### src/rtl/sync_fifo_ctr_param.sv
// Single-clock FIFO controller with integrated storage.
// Provides occupancy count, almost-full/almost-empty thresholds, sticky error
// flags and an optional first-word-fall-through read port.
module sync_fifo_ctr_param #(
  parameter int DATA_WIDTH = 32,
  parameter int ADDR_WIDTH = 4,
  parameter int AFULL_TH   = 12,
  parameter int AEMPTY_TH  = 4,
  parameter int FWFT       = 0
) (
  input  logic                  clk,
  input  logic                  rst_n,
  input  logic                  w_valid,
  input  logic [DATA_WIDTH-1:0] w_data,
  input  logic                  r_valid,
  output logic [DATA_WIDTH-1:0] r_data,
  output logic                  r_ack,
  output logic                  full,
  output logic                  empty,
  output logic                  almost_full,
  output logic                  almost_empty,
  output logic [ADDR_WIDTH:0]   count,
  output logic                  overflow,
  output logic                  underflow,
  input  logic                  clr_err
);

  localparam int DEPTH = 2 ** ADDR_WIDTH;
  localparam logic [ADDR_WIDTH:0] PTR_ONE  = {{ADDR_WIDTH{1'b0}}, 1'b1};
  localparam logic [ADDR_WIDTH:0] AFULL_C  = AFULL_TH[ADDR_WIDTH:0];
  localparam logic [ADDR_WIDTH:0] AEMPTY_C = AEMPTY_TH[ADDR_WIDTH:0];

  logic [DATA_WIDTH-1:0] mem [DEPTH];
  logic [ADDR_WIDTH:0]   wr_ptr;
  logic [ADDR_WIDTH:0]   rd_ptr;
  logic                  wr_en;
  logic                  rd_en;

  // Status flags come only from registered pointers and count.
  assign full  = (wr_ptr[ADDR_WIDTH] != rd_ptr[ADDR_WIDTH]) &&
                 (wr_ptr[ADDR_WIDTH-1:0] == rd_ptr[ADDR_WIDTH-1:0]);
  assign empty = (wr_ptr == rd_ptr);
  assign almost_full  = (count >= AFULL_C);
  assign almost_empty = (count <= AEMPTY_C);

  assign wr_en = w_valid && !full;
  assign rd_en = r_valid && !empty;

  // Storage write; the array is deliberately left unreset.
  always_ff @(posedge clk) begin
    if (wr_en) mem[wr_ptr[ADDR_WIDTH-1:0]] <= w_data;
  end

  // Pointer advance; the extra MSB distinguishes full from empty.
  always_ff @(posedge clk or negedge rst_n) begin
    if (!rst_n) begin
      wr_ptr <= '0;
      rd_ptr <= '0;
    end else begin
      if (wr_en) wr_ptr <= wr_ptr + PTR_ONE;
      if (rd_en) rd_ptr <= rd_ptr + PTR_ONE;
    end
  end

  // Occupancy tracks the net of accepted writes and reads.
  always_ff @(posedge clk or negedge rst_n) begin
    if (!rst_n) begin
      count <= '0;
    end else if (wr_en && !rd_en) begin
      count <= count + PTR_ONE;
    end else if (rd_en && !wr_en) begin
      count <= count - PTR_ONE;
    end
  end

  // Sticky error flags; a new error in the clearing cycle wins.
  always_ff @(posedge clk or negedge rst_n) begin
    if (!rst_n) begin
      overflow  <= 1'b0;
      underflow <= 1'b0;
    end else begin
      overflow  <= (w_valid && full)  || (overflow  && !clr_err);
      underflow <= (r_valid && empty) || (underflow && !clr_err);
    end
  end

  generate
    if (FWFT == 0) begin : g_std_read
      // Registered read: popped word appears one cycle after the read edge.
      always_ff @(posedge clk or negedge rst_n) begin
        if (!rst_n) begin
          r_data <= '0;
          r_ack  <= 1'b0;
        end else begin
          r_ack <= rd_en;
          if (rd_en) r_data <= mem[rd_ptr[ADDR_WIDTH-1:0]];
        end
      end
    end else begin : g_fwft_read
      // Head word is presented directly; forced to zero while empty so the
      // port shows a defined value out of reset.
      assign r_data = empty ? '0 : mem[rd_ptr[ADDR_WIDTH-1:0]];
      assign r_ack  = !empty;
    end
  endgenerate

endmodule

### config.mk
export PLATFORM = sky130hd
export DESIGN_NAME = sync_fifo_ctr_param
export DESIGN_NICKNAME = d
export VERILOG_FILES = /design/src/rtl/sync_fifo_ctr_param.sv
export SDC_FILE = /design/constraint.sdc
export NUM_CORES = 1
export LEC_CHECK = 0
export CORE_MARGIN = 10
export CORE_UTILIZATION = 50
export CTS_CLUSTER_DIAMETER = 60
export CTS_CLUSTER_SIZE = 40
export DETAILED_ROUTE_END_ITERATION = 12
export HOLD_SLACK_MARGIN = 0.08
export PLACE_DENSITY = 0.67
export SYNTH_ARGS = -nofsm -noshare
export SYNTH_HDL_FRONTEND = slang
export SYNTH_SLANG_ARGS = --single-unit
export TNS_END_PERCENT = 1
### constraint.sdc
create_clock -name clk -period 5.3 [get_ports clk]
set_input_delay 1.06 -clock clk [delete_from_list [all_inputs] [get_ports clk]]
set_output_delay 1.06 -clock clk [all_outputs]
set_load 0.005 [all_outputs]
The metal 1 layer:
Supply wires on this layer in grey.
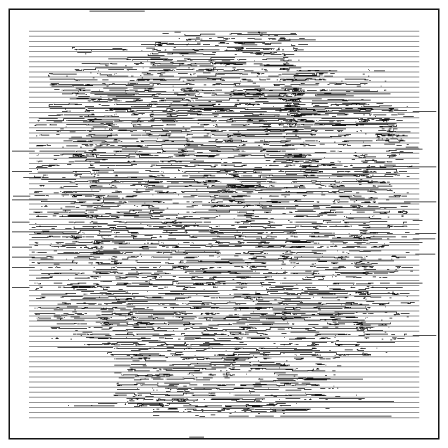
share of all routed wire: 43%
wire length on this layer: 18700 um
main direction: horizontal
nets with wire on the layer: 1169

M2 wires:
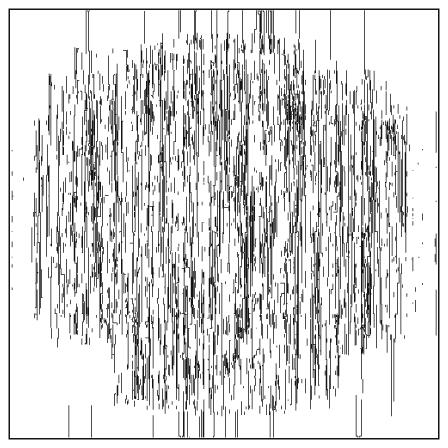
nets with wire on the layer: 1020
main direction: vertical
longest straight run: 129 um
WL final: 43580 um
total number of vias: 10200
GRT met2 Usage: 28.41%

==> job_summary.md <==
## Synthesis and layout report

| Metric | Value |
|---|---|
| Most frequent cell after synthesis | `edfxtp_1` |
| Setup Viol. Count Final | `0` |
| Unique cell type count in the Yosys netlist | `34` |
| Seq/Total Area, Yosys | `76.15%` |
| XORs/XNORs by Area | `0.6819%` |
| Multi-input comb cells | `467` |
| Maximum operating frequency | `258.3 MHz` |
| Skew final | `12.19 ps` |
| Drt drc | `0` |
| Fa+ha+maj area frac | `0.6648%` |
| CTS tree | `yes` |
| PortBufs | `80` |
| Clk cell area share | `5.102%` |
| Inst Count DP | `1717` |
| Crit start category | `flip-flop` |
| Synthesized area | `21830 um^2` |
| Setup WS post-layout | `1428 ps` |
| CP endpoint | `full` |
| FP Util | `50.57%` |
| Final cell count without fillers | `1780` |
| Leading cell kind | `sequential cells` |
| Clk_lat worst skew | `560 ps` |
| Flop share of the area | `68.03%` |
| Worst-Margin Slew | `1163 ps` |
| Worst path slowest cell | `dfrtp_4` |
| Worst Hold End | `rd_ptr[4]` |
| Dominant Register Cell | `edfxtp_1` |
| CTS Buf Count | `36` |
| RSZ-0062 raised after global routing | `no` |
| Crit path DRT | `4240 ps` |
| Top logic family | `multiplexers` |
| M1 GR Usage | `21.73%` |
| Chip area | `52430 um^2` |
| Crit path from | `rd_ptr[1]` |
| CTS root buffer | `clkbuf_16` |
| Grt ovf | `0` |
| Initial antenna violation count | `0` |
| Yosys warns | `0` |
| Antenna cells | `0` |
| Hold-fix buffers, CTS | `0` |
| Post-synth EDFFs | `512` |
| Mux frac, synth | `13.12%` |
| Critical path peak fanout | `28` |
| Site Rows | `76` |
| Buffers and inverters on the worst path | `1` |
| Family with the most delay on the worst path | `flip-flops` |
| DR WL/cell | `24.48 um` |
| Pleak | `7.797 nW` |
| Status | `finished, final reports clean` |
| Initial DRT Pass Iterations | `5` |
| Worst hold path type | `reg -> reg` |
| Chip Area, Yosys | `21830 um^2` |
| Final #Nets | `1218` |
| Yosys simple share | `3.427%` |
| Data arrival, critical path | `2810 ps` |
| Final Hold Fails | `0` |
| HPWL after DPL | `22550 um` |
| Comb gate area | `4865 um^2` |
| Die height | `229.0 um` |
| M1 WL | `18730 um` |
| Final TNS setup | `0 ps` |
| Hold-critical path depth | `1` |
| Met2 routed WL | `22120 um` |
| Top cell area share | `70.42%` |
| Max reg flops | `512` |
| First-pass GRT wire length | `66550 um` |
| Met3 GRT Util | `2.532%` |
| Async S/R FF share, synth | `8.897%` |
| I/O pin total | `81` |
| # fillers | `3252` |
| TAP cells | `585` |
| Avg Cell Area, Syn | `19.79 um^2` |
| WP depth | `4` |
| Clock-pin slew on the worst setup and hold paths | `80 ps` |
| Largest area contributor in the netlist | `edfxtp_1` |
| Critical path class | `reg -> out` |
| CP endpoint kind | `output port` |
| Floorplan Nets | `1151` |
Metal 3:
The bar under the picture is 50 um long.
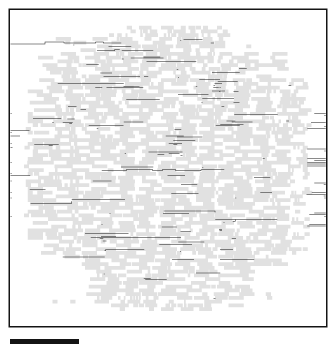
wire length on this layer: 1740 um
share of all routed wire: 4.0%

Metal 4:
Supply wires on this layer in grey.
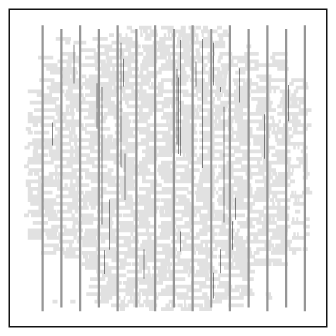
longest straight run: 99.3 um
wire length on this layer: 983 um
main direction: vertical
share of all routed wire: 2.3%
nets with wire on the layer: 14

-- metrics by stage --
| step | total power [mW] | hold WS (ps) | cell area, um^2 | util (%) |
|---|---|---|---|---|
| 4_1_cts | 12.82 | 504.2 | 24450 | 56.64 |
| 3_5_place_dp | 9.770 | 484.5 | 23200 | 53.75 |
| 3_3_place_gp | 9.702 | 484.6 | 23200 | 53.75 |
| 6_report | 12.63 | 502.3 | 24450 | 56.64 |
| 5_1_grt | 13.28 | 523.7 | 24450 | 56.64 |
| 2_1_floorplan | 8.440 | 461.7 | 21830 | - |
-- power breakdown --
group	switching (mW)	internal [mW]	leakage, nW
Sequential	0.341	5.45	5.19
Combinational	1.99	1.80	2.00
Clock	1.57	1.47	0.599
Total	3.91	8.72	7.80
Power figures rest on the tool's default switching activity, not on a simulated workload.
